## src/rtl/load_store_unit.sv

```systemverilog
`default_nettype none
// ============================================================================
// Module      : load_store_unit
// Description : RISC-V byte/half/word load-store sequencer; misaligned
//               accesses that cross a word boundary become two word accesses.
// Revision    : 1.0 - initial release
// ============================================================================
module load_store_unit #(
    parameter int MEM_AW = 24
) (
    input  logic              clk,
    input  logic              rst,
    input  logic              req_valid,
    output logic              req_ready,
    input  logic              req_we,
    input  logic [2:0]        req_func3,
    input  logic [31:0]       req_addr,
    input  logic [31:0]       req_wdata,
    output logic              mem_en,
    output logic              mem_we,
    output logic [MEM_AW-1:0] mem_addr,
    output logic [3:0]        mem_wstrb,
    output logic [31:0]       mem_wdata,
    input  logic [31:0]       mem_rdata,
    output logic              rsp_valid,
    output logic              rsp_err,
    output logic [31:0]       rsp_rdata
);

    localparam logic [1:0] c_IDLE = 2'd0;
    localparam logic [1:0] c_ACC0 = 2'd1;
    localparam logic [1:0] c_ACC1 = 2'd2;
    localparam logic [1:0] c_DONE = 2'd3;

    logic [1:0]        r_state;
    logic              r_we;
    logic [2:0]        r_func3;
    logic [1:0]        r_off;
    logic [MEM_AW-1:0] r_word;
    logic [31:0]       r_wdata;
    logic [31:0]       r_word0;

    logic              w_legal;
    logic [2:0]        w_size;
    logic [3:0]        w_mask4;
    logic [7:0]        w_strb8;
    logic [63:0]       w_wdata64;
    logic              w_split;
    logic [63:0]       w_pair;
    logic [31:0]       w_ld_word;
    logic              w_sign;
    logic [31:0]       w_load;
    logic              w_unused_addr;

    function automatic logic f_legal(input logic we, input logic [2:0] f3);
        if (we)
            return (f3[2] == 1'b0) && (f3[1:0] != 2'b11);
        return (f3[1:0] != 2'b11) && !(f3[2] && f3[1]);
    endfunction

    // Address bits above the memory's word range are intentionally ignored.
    assign w_unused_addr = ^req_addr[31:MEM_AW+2];

    assign req_ready = (r_state == c_IDLE);
    assign w_legal   = f_legal(r_we, r_func3);

    always_comb begin
        w_size  = 3'd4;
        w_mask4 = 4'b1111;
        case (r_func3[1:0])
            2'b00:   begin w_size = 3'd1; w_mask4 = 4'b0001; end
            2'b01:   begin w_size = 3'd2; w_mask4 = 4'b0011; end
            default: begin w_size = 3'd4; w_mask4 = 4'b1111; end
        endcase
    end

    assign w_split   = ({1'b0, r_off} + w_size) > 3'd4;
    assign w_strb8   = {4'b0000, w_mask4} << r_off;
    assign w_wdata64 = {32'd0, r_wdata} << {r_off, 3'b000};

    // Unsplit loads see their only word live in DONE; split loads pair it with word0.
    assign w_pair    = w_split ? {mem_rdata, r_word0} : {32'd0, mem_rdata};
    assign w_ld_word = w_pair[{r_off, 3'b000} +: 32];
    assign w_sign    = ~r_func3[2];

    always_comb begin
        w_load = w_ld_word;
        case (r_func3[1:0])
            2'b00:   w_load = {{24{w_sign & w_ld_word[7]}}, w_ld_word[7:0]};
            2'b01:   w_load = {{16{w_sign & w_ld_word[15]}}, w_ld_word[15:0]};
            default: w_load = w_ld_word;
        endcase
    end

    always_ff @(posedge clk) begin
        if (rst) begin
            r_state <= c_IDLE;
            r_we    <= 1'b0;
            r_func3 <= 3'd0;
            r_off   <= 2'd0;
            r_word  <= '0;
            r_wdata <= 32'd0;
            r_word0 <= 32'd0;
        end else begin
            case (r_state)
                c_IDLE: begin
                    if (req_valid) begin
                        r_we    <= req_we;
                        r_func3 <= req_func3;
                        r_off   <= req_addr[1:0];
                        r_word  <= req_addr[MEM_AW+1:2];
                        r_wdata <= req_wdata;
                        r_state <= f_legal(req_we, req_func3) ? c_ACC0 : c_DONE;
                    end
                end
                c_ACC0: r_state <= w_split ? c_ACC1 : c_DONE;
                c_ACC1: begin
                    r_word0 <= mem_rdata;
                    r_state <= c_DONE;
                end
                default: r_state <= c_IDLE;
            endcase
        end
    end

    always_comb begin
        mem_en    = 1'b0;
        mem_we    = 1'b0;
        mem_addr  = '0;
        mem_wstrb = 4'b0000;
        mem_wdata = 32'd0;
        rsp_valid = 1'b0;
        rsp_err   = 1'b0;
        rsp_rdata = 32'd0;
        case (r_state)
            c_ACC0: begin
                mem_en    = 1'b1;
                mem_we    = r_we;
                mem_addr  = r_word;
                mem_wstrb = r_we ? w_strb8[3:0] : 4'b0000;
                mem_wdata = w_wdata64[31:0];
            end
            c_ACC1: begin
                mem_en    = 1'b1;
                mem_we    = r_we;
                mem_addr  = r_word + MEM_AW'(1);
                mem_wstrb = r_we ? w_strb8[7:4] : 4'b0000;
                mem_wdata = w_wdata64[63:32];
            end
            c_DONE: begin
                rsp_valid = 1'b1;
                rsp_err   = ~w_legal;
                rsp_rdata = (w_legal && !r_we) ? w_load : 32'd0;
            end
            default: ;
        endcase
    end

endmodule
`default_nettype wire

```

## config.mk

```make
export PLATFORM = sky130hd
export DESIGN_NAME = load_store_unit
export DESIGN_NICKNAME = d
export VERILOG_FILES = /design/src/rtl/load_store_unit.sv
export SDC_FILE = /design/constraint.sdc
export NUM_CORES = 1
export LEC_CHECK = 0
export CAP_MARGIN = 5
export CORE_MARGIN = 8
export CORE_UTILIZATION = 30
export DETAILED_ROUTE_END_ITERATION = 8
export DONT_BUFFER_PORTS = 1
export GPL_TIMING_DRIVEN = 0
export REMOVE_ABC_BUFFERS = 1
export SYNTH_ARGS = -nofsm -noshare
export SYNTH_HDL_FRONTEND = slang
export SYNTH_SLANG_ARGS = --single-unit
```

## constraint.sdc

```tcl
create_clock -name clk -period 4.38 [get_ports clk]
set_input_delay 1.095 -clock clk [delete_from_list [all_inputs] [get_ports clk]]
set_output_delay 1.095 -clock clk [all_outputs]
set_load 0.01 [all_outputs]
```

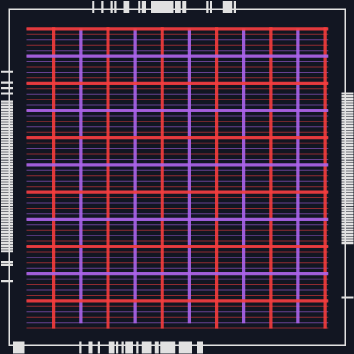
(PDN straps and rails)
Drawn at 2 px/um. Pins as bars on the die edge.
legend:
  VDD:
    colour: purple
  VSS:
    colour: red
met5 straps: 11
signal pins: 200
met4 straps: 11
rows: 55
met1 rails: 56
die height: 167 um
Die Span X: 167 um
Worst IR Drop VDD: 0.000244 V
core outline area: 22600 um2

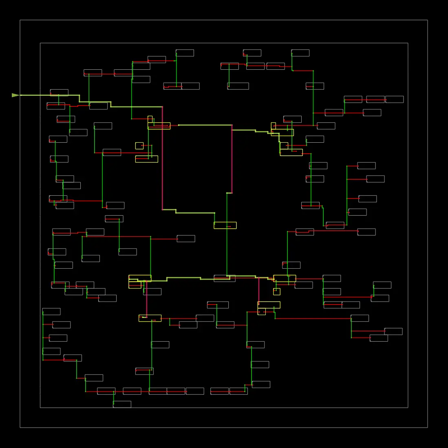
(the clock network)
number of sequential cells in the layout: 96
insertion delay at the late pin of the worst-skew pair: 0.35 ns

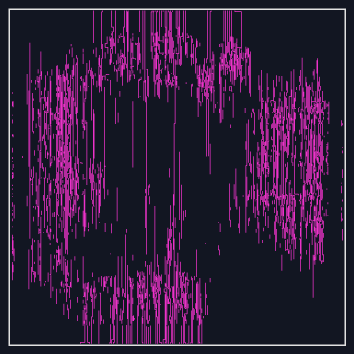
(M2 wires)
Drawn at 2 px/um.
longest straight run: 97.9 um
main direction: vertical
nets with wire on the layer: 782
global-route met2 utilization: 0.257
total vias in the final route: 6562
detailed-route wire length: 24100 um

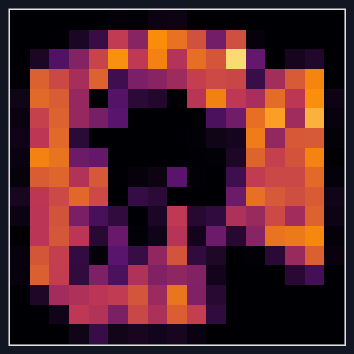
(placement density heat map)
Drawn at 2 px/um. 17 x 17 tiles, from black (low) to pale yellow (high), 0 to 100% covered.
emptiest ninth of the die: centre
densest ninth of the die: east
tiles over 75% full: 1.7%
mean over tiles: 26%

==> flow_summary.toml <==
# implementation run metrics
[synth]
synth_area_leader_cell = "sky130_fd_sc_hd__dfxtp_1"
syn-instance-count = 908
ys_async_sr_fraction = 0
leading_post_synthesis_cells_by_cell_area = "sky130_fd_sc_hd__dfxtp_1, sky130_fd_sc_hd__mux2i_1, sky130_fd_sc_hd__nand2_1"
synth_flops = 96
synth.yosys.warnings = 0
yosys.stat.chipArea_um2 = 6860
synth_compound_gate_area_share = 0.208
synth.comb.largest_family = "simple AND/OR/NAND/NOR gates"
postSynthAreaPerCell_um2 = 7.55
synth.cells.most_frequent = "sky130_fd_sc_hd__nand2_1, sky130_fd_sc_hd__mux2i_1, sky130_fd_sc_hd__dfxtp_1"
yosysTopAreaCellShare = 0.280
synth-edff-count = 0
seq_area_frac_synth = 0.280
post-synth-top-count-cell = "sky130_fd_sc_hd__nand2_1"

[setup_path]
number_of_stages_on_the_worst_setup_path = 9
path_max_fanout = 21
cp_data_arrival_time_ns = 3.18
r2r-start = "r_off[1]$_SDFFE_PP0P_"
rrSetupSlack_ns = 1.75
critical_path_buf_inv_count = 2

[flow_run]
openroad.warnings = 36

[detailed_routing]
routed_length_on_met3_um = 2140

[power_and_ir_drop]
seq_power_share = 0.325
clock_power_share = 0.210
power_leakage_uw = 0.00268
power-per-cell-area_nw_per_um2 = 488

[finish]
multi_input_comb_area_um2 = 4700
stdcell_area_um2 = 7550
final_cell_count_no_fill = 1152
dominant-cell-class = "combinational gates"
n_antenna_cell = 0
clockNetworkAreaShare = 0.0374
buffers = 16
layout.core_utilization = 0.335
final_layout_top_logic_cell = "sky130_fd_sc_hd__nand2_1"
sequential_share_of_cell_area = 0.256
final-nonclk-buf-share = 0.0308
layout_top_cells = "sky130_fd_sc_hd__nand2_1, sky130_fd_sc_hd__mux2i_1, sky130_fd_sc_hd__dfxtp_1"

[floorplanning]
chip_area_um2 = 28000
ios = 200

[sta]
fmaxAchievable_ghz = 0.234
setup-violations-final = 0
finalWorstSetupSlack_ns = 0.105
period_used_share = 0.976

[worst_hold_path]
hold_path_depth = 2
hold_start = "r_word[23]$_SDFFE_PP0P_"

[global_routing]
met3_usage_in_global_routing = 0.0522
antenna_found_initial = 0
globalRouteTotalUtil = 0.164
first_global_vias = 6474

[placement]
gp_congestion = 0.816
placement.cell_area_um2 = 7030
detailed_place_hpwl_um = 16000

[clocking]
cts_buffer_depth = 2
clock_tree_root = "sky130_fd_sc_hd__clkbuf_16"
clk_pin_slew_worst_paths_ns = 0.07
cts_htree_levels = 3
cts_tree = "yes"
clock-sinks = 96
hold_buf_cts = 0
cts_setup_buffers = 7

[run_status]
run_status = "finished, final reports clean"
No activity file was given, so power comes from the tool's default toggle rates.
